**src/rtl/ps2_keyboard_rx.sv**
```systemverilog
// PS/2 device-to-host receiver: pin synchroniser and clock deglitcher, 11-bit frame
// deserialiser, show-ahead scancode FIFO and sticky error flags for the ZPU bus.
module ps2_keyboard_rx #(
  parameter int sysclk_frequency = 1330,
  parameter int filter_len       = 8,
  parameter int fifo_depth_log2  = 4
) (
  input  logic       clk,
  input  logic       reset_in,
  input  logic       ps2_clk,
  input  logic       ps2_dat,
  output logic [7:0] rd_data,
  output logic       empty,
  input  logic       rd_en,
  output logic       parity_err,
  output logic       frame_err,
  output logic       overflow,
  input  logic       clear_err,
  output logic       busy
);

  localparam int timeout_cycles = sysclk_frequency * 10;
  localparam int to_w           = $clog2(timeout_cycles + 1);
  localparam int depth          = 1 << fifo_depth_log2;
  localparam int aw             = fifo_depth_log2;

  localparam logic [1:0] st_idle   = 2'd0;
  localparam logic [1:0] st_data   = 2'd1;
  localparam logic [1:0] st_parity = 2'd2;
  localparam logic [1:0] st_stop   = 2'd3;

  logic [1:0]            clk_sync;
  logic [1:0]            dat_sync;
  logic [filter_len-1:0] clk_hist;
  logic                  clk_filt;
  logic                  fall;
  logic                  dat_bit;

  logic [1:0]            state;
  logic [2:0]            bitcnt;
  logic [7:0]            shreg;
  logic                  par_bit;
  logic [to_w-1:0]       to_cnt;
  logic                  timeout;

  logic                  start_err;
  logic                  stop_err;
  logic                  par_bad;
  logic                  push;

  logic [7:0]            mem [depth];
  logic [aw:0]           wr_ptr;
  logic [aw:0]           rd_ptr;
  logic                  full;
  logic                  pop;
  logic                  wr;

  // A falling edge is the cycle in which the filtered clock is about to drop to 0.
  assign fall    = clk_filt && (clk_hist == '0);
  assign dat_bit = dat_sync[1];

  always_ff @(posedge clk or negedge reset_in) begin
    if (!reset_in) begin
      clk_sync <= 2'b11;
      dat_sync <= 2'b11;
      clk_hist <= '1;
      clk_filt <= 1'b1;
    end else begin
      // NOTE: non-blocking assignments, so every register here samples pre-edge values.
      clk_sync <= {clk_sync[0], ps2_clk};
      dat_sync <= {dat_sync[0], ps2_dat};
      clk_hist <= {clk_hist[filter_len-2:0], clk_sync[1]};
      if (&clk_hist)
        clk_filt <= 1'b1;
      else if (clk_hist == '0)
        clk_filt <= 1'b0;
    end
  end

  assign busy    = (state != st_idle);
  assign timeout = busy && !fall && (to_cnt == to_w'(timeout_cycles - 1));

  always_ff @(posedge clk or negedge reset_in) begin
    if (!reset_in) begin
      state   <= st_idle;
      bitcnt  <= 3'd0;
      shreg   <= 8'h00;
      par_bit <= 1'b0;
      to_cnt  <= '0;
    end else begin
      if (!busy || fall)
        to_cnt <= '0;
      else
        to_cnt <= to_cnt + 1'b1;

      if (timeout) begin
        state <= st_idle;
      end else if (fall) begin
        case (state)
          st_idle: begin
            if (!dat_bit) begin
              state  <= st_data;
              bitcnt <= 3'd0;
            end
          end
          st_data: begin
            shreg  <= {dat_bit, shreg[7:1]};
            bitcnt <= bitcnt + 3'd1;
            if (bitcnt == 3'd7)
              state <= st_parity;
          end
          st_parity: begin
            par_bit <= dat_bit;
            state   <= st_stop;
          end
          default: state <= st_idle;
        endcase
      end
    end
  end

  always_comb begin
    // NOTE: every output gets a default first so no path through the block infers a latch.
    start_err = 1'b0;
    stop_err  = 1'b0;
    par_bad   = 1'b0;
    push      = 1'b0;
    if (fall) begin
      case (state)
        st_idle: start_err = dat_bit;
        st_stop: begin
          stop_err = !dat_bit;
          par_bad  = dat_bit && !(^{shreg, par_bit});
          push     = dat_bit &&  (^{shreg, par_bit});
        end
        default: ;
      endcase
    end
  end

  // Pointers carry one extra wrap bit so full and empty differ.
  assign empty = (wr_ptr == rd_ptr);
  assign full  = (wr_ptr[aw] != rd_ptr[aw]) && (wr_ptr[aw-1:0] == rd_ptr[aw-1:0]);
  assign pop   = rd_en && !empty;
  assign wr    = push && (!full || pop);

  assign rd_data = empty ? 8'h00 : mem[rd_ptr[aw-1:0]];

  // NOTE: the storage array is deliberately not reset; rd_data is masked to 0 while empty.
  always_ff @(posedge clk) begin
    if (wr)
      mem[wr_ptr[aw-1:0]] <= shreg;
  end

  always_ff @(posedge clk or negedge reset_in) begin
    if (!reset_in) begin
      wr_ptr <= '0;
      rd_ptr <= '0;
    end else begin
      if (wr)
        wr_ptr <= wr_ptr + 1'b1;
      if (pop)
        rd_ptr <= rd_ptr + 1'b1;
    end
  end

  // Sticky flags: a new error in the same cycle as clear_err wins.
  always_ff @(posedge clk or negedge reset_in) begin
    if (!reset_in) begin
      parity_err <= 1'b0;
      frame_err  <= 1'b0;
      overflow   <= 1'b0;
    end else begin
      if (par_bad)
        parity_err <= 1'b1;
      else if (clear_err)
        parity_err <= 1'b0;

      if (start_err || stop_err || timeout)
        frame_err <= 1'b1;
      else if (clear_err)
        frame_err <= 1'b0;

      if (push && full && !pop)
        overflow <= 1'b1;
      else if (clear_err)
        overflow <= 1'b0;
    end
  end

endmodule

```
**config.mk**
```make
export PLATFORM = sky130hd
export DESIGN_NAME = ps2_keyboard_rx
export DESIGN_NICKNAME = d
export VERILOG_FILES = /design/src/rtl/ps2_keyboard_rx.sv
export SDC_FILE = /design/constraint.sdc
export NUM_CORES = 1
export LEC_CHECK = 0
export ABC_AREA = 1
export ABC_CLOCK_PERIOD_IN_PS = 2000
export CORE_ASPECT_RATIO = 0.5
export CORE_MARGIN = 2
export CORE_UTILIZATION = 35
export DETAILED_ROUTE_END_ITERATION = 16
export PLACE_DENSITY_LB_ADDON = 0.12
export SETUP_SLACK_MARGIN = 0.05
export SLEW_MARGIN = 15
export SYNTH_ARGS = -nofsm -noshare
export SYNTH_HDL_FRONTEND = slang
export SYNTH_SLANG_ARGS = --single-unit
```
**constraint.sdc**
```tcl
create_clock -name clk -period 2 [get_ports clk]
set_input_delay 0.3 -clock clk [delete_from_list [all_inputs] [get_ports clk]]
set_output_delay 0.3 -clock clk [all_outputs]
set_load 0.02 [all_outputs]
```
PDN straps and rails:
(2 px per um) Pins as bars on the die edge.
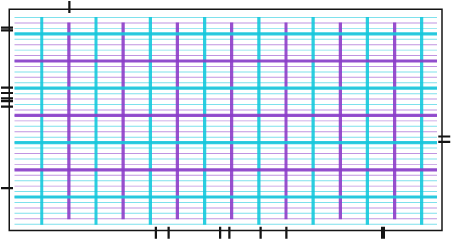
Cyan marks VSS. Purple marks VDD.
39 met1 rails follow the rows. 19 signal pins sit on the boundary. 7 straps on met5. 15 straps on met4. The core has 38 rows.
Peak VDD IR: 0.849 mV
Chip Width: 216 um
Core Region: 21800 um^2
DIE HEIGHT: 110 um

Placement by cell class:
(3 px per um) Fill, decap, tap and diode cells in gray.
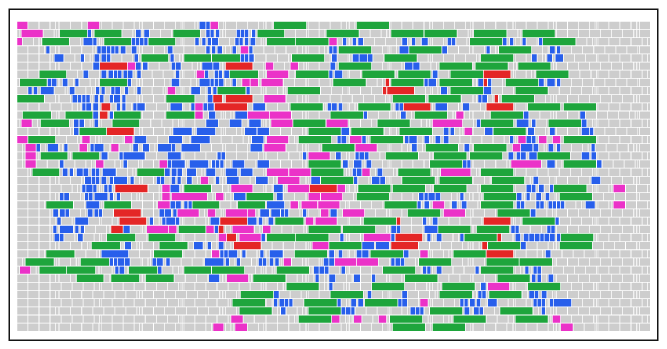
Blue marks combinational and other logic, cells 511. Magenta marks other buffers and delay cells, cells 104. Green marks flops, cells 182. Red marks clock drivers and dummy loads, cells 32.
Util after Layout: 0.472
FP Rows: 38
Final Cell Area: 10300 um^2

==> out/results.ini <==
[logic_synthesis]
ys_sh_xor=0.0168
yosysTopAreaCell=edfxtp_1
syn_inst=719
yosys_area_um2=7840
avgSynthCellArea_um2=10.9
synth_top_area_share=0.490
edf_count=128
ys_async_sr_fraction=0.297
yosysUniqueCellTypes=33
top_cell=nor2_1

[pwr]
power.group.top=combinational logic
pwr-share-seq=0.351
p_comb_mw=4.39
power_frac_clock=0.279
p_int_mw=7.96
p_switching_mw=3.90

[clock_network]
clk_pin_slew_worst_paths_ns=0.06
h-tree-depth=4
numCtsBuffers=17
clkSinkCount=182

[sta]
rsz0062_at_grt=yes
relSlewSlack=0.747
layout_setup_ws_ns=-0.388
finalSetupViolCount=9
maxSlewViolCount=0
worstMarginPinSlew_ns=0.378

[route]
vias=5424
firstDrtPassIters=4
drc=0
wl_met3_um=834
drt-vias-per-instance=4.80
topRoutingLayerUsed=met4
met2_length_um=8720
postRouteAntennaNets=0
drt_wl_total_um=19100

[finish]
nFillCells=1978
most-common-layout-cells=edfxtp_1, nor2_1, nand2_1, o21ai_0, buf_4
lay_top_count=edfxtp_1

[setup_path]
r2r_slack_ns=0.01
crit_chain=buf_12 > buf_16 > nor2_2 > nor2_1 > o21ai_1 > o21ai_1 > o211ai_1 > a21oi_4 > buf_6
crit_slowest_cell=dfrtp_2
cp_common_cell=o21ai_1
cp_data_arrival_time_ns=2.09
r2r-end=mem[8][0]
crit_type=reg2out
startpoint_type=flop
path_depth=9

[floorplanning]
dieArea_um2=23700

[run_status]
violations=negative setup slack
status=complete, but fails checks

[placement]
place_ws_ns=-0.392

[hold_path]
hold_depth=1

[global_routing]
overflow=0

Sequential cells colored by netlist name:
(3 px per um)
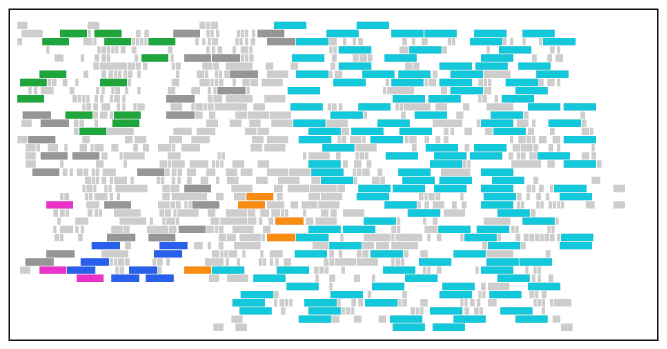
Cyan marks mem, placed flops 128. Orange marks rd_ptr, placed flops 5. Blue marks clk_hist, placed flops 8, where lower left. Magenta marks bitcnt, placed flops 3. Green marks to_cnt, placed flops 14, where upper left.
register area: 5220 um^2
Seq/total area: 0.507
seq pwr: 4.16 mW

Routing congestion map:
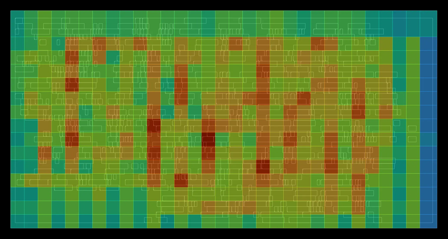
global-route total usage across every layer: 0.173
WL per Instance: 16.9 um
routing usage on met2: 0.278

==> sequential cells by signal (all words and copies together) (netlist names), 2 cells and up <==
signal    flops
clk_hist      8
dat_sync      2
rd_ptr        5
wr_ptr        5
mem         128
state         2
shreg         8
clk_sync      2
bitcnt        3
to_cnt       14
==> cell type report <==
cell class | instances | share of cell area
multi-input combinational | 467 | 0.255
sequential | 182 | 0.507
tap | 300 | 0.0365
clock buffer | 21 | 0.0428
timing repair buffer | 104 | 0.130
inverter | 44 | 0.0167
clock inverter | 11 | 0.0119
==> worst max path at each step <==
| stage | from | end | slack [ns] |
|---|---|---|---|
| 6_report | rd_ptr[0] | rd_data[1] | -0.39 |
| 5_1_grt | rd_ptr[0] | rd_data[4] | -0.49 |
| 4_1_cts | rd_ptr[0] | rd_data[2] | -0.42 |
| 3_5_place_dp | rd_ptr[0] | rd_data[1] | -0.39 |
| 3_3_place_gp | rd_ptr[0] | rd_data[1] | -0.39 |
| 2_1_floorplan | shreg[4] | mem[11][0] | 0.04 |
==> through the flow <==
step / instance area [um^2] / hold WS, ns / utilization / instances / TNS (ns)
global route: 10300 / 0.264 / 0.472 / 1129 / -11.19
floorplan: 7890 / 0.00441 / - / 719 / 0
detailed placement: 9070 / 0.326 / 0.416 / 1073 / -3.31
finish: 10300 / 0.269 / 0.472 / 1129 / -2.91
CTS: 10100 / 0.253 / 0.463 / 1126 / -22.98
global placement: 9070 / 0.322 / 0.416 / 1073 / -2.91
==> what timing repair did <==
action	4_1_cts	5_1_grt
cloned	7	1
hold endpoints to repair	41	0
hold buffers	1	0
setup endpoints to repair	135	145
gates resized	101	81
pin swaps	14	45
setup buffers	13	8
==> routing by layer <==
metal,up-vias,global-route usage
met5,-,0
met4,0,0.0493
met3,15,0.0387
met2,82,0.278
met1,2668,0.238
li1,2659,-
Power and IR drop assume default switching activity.
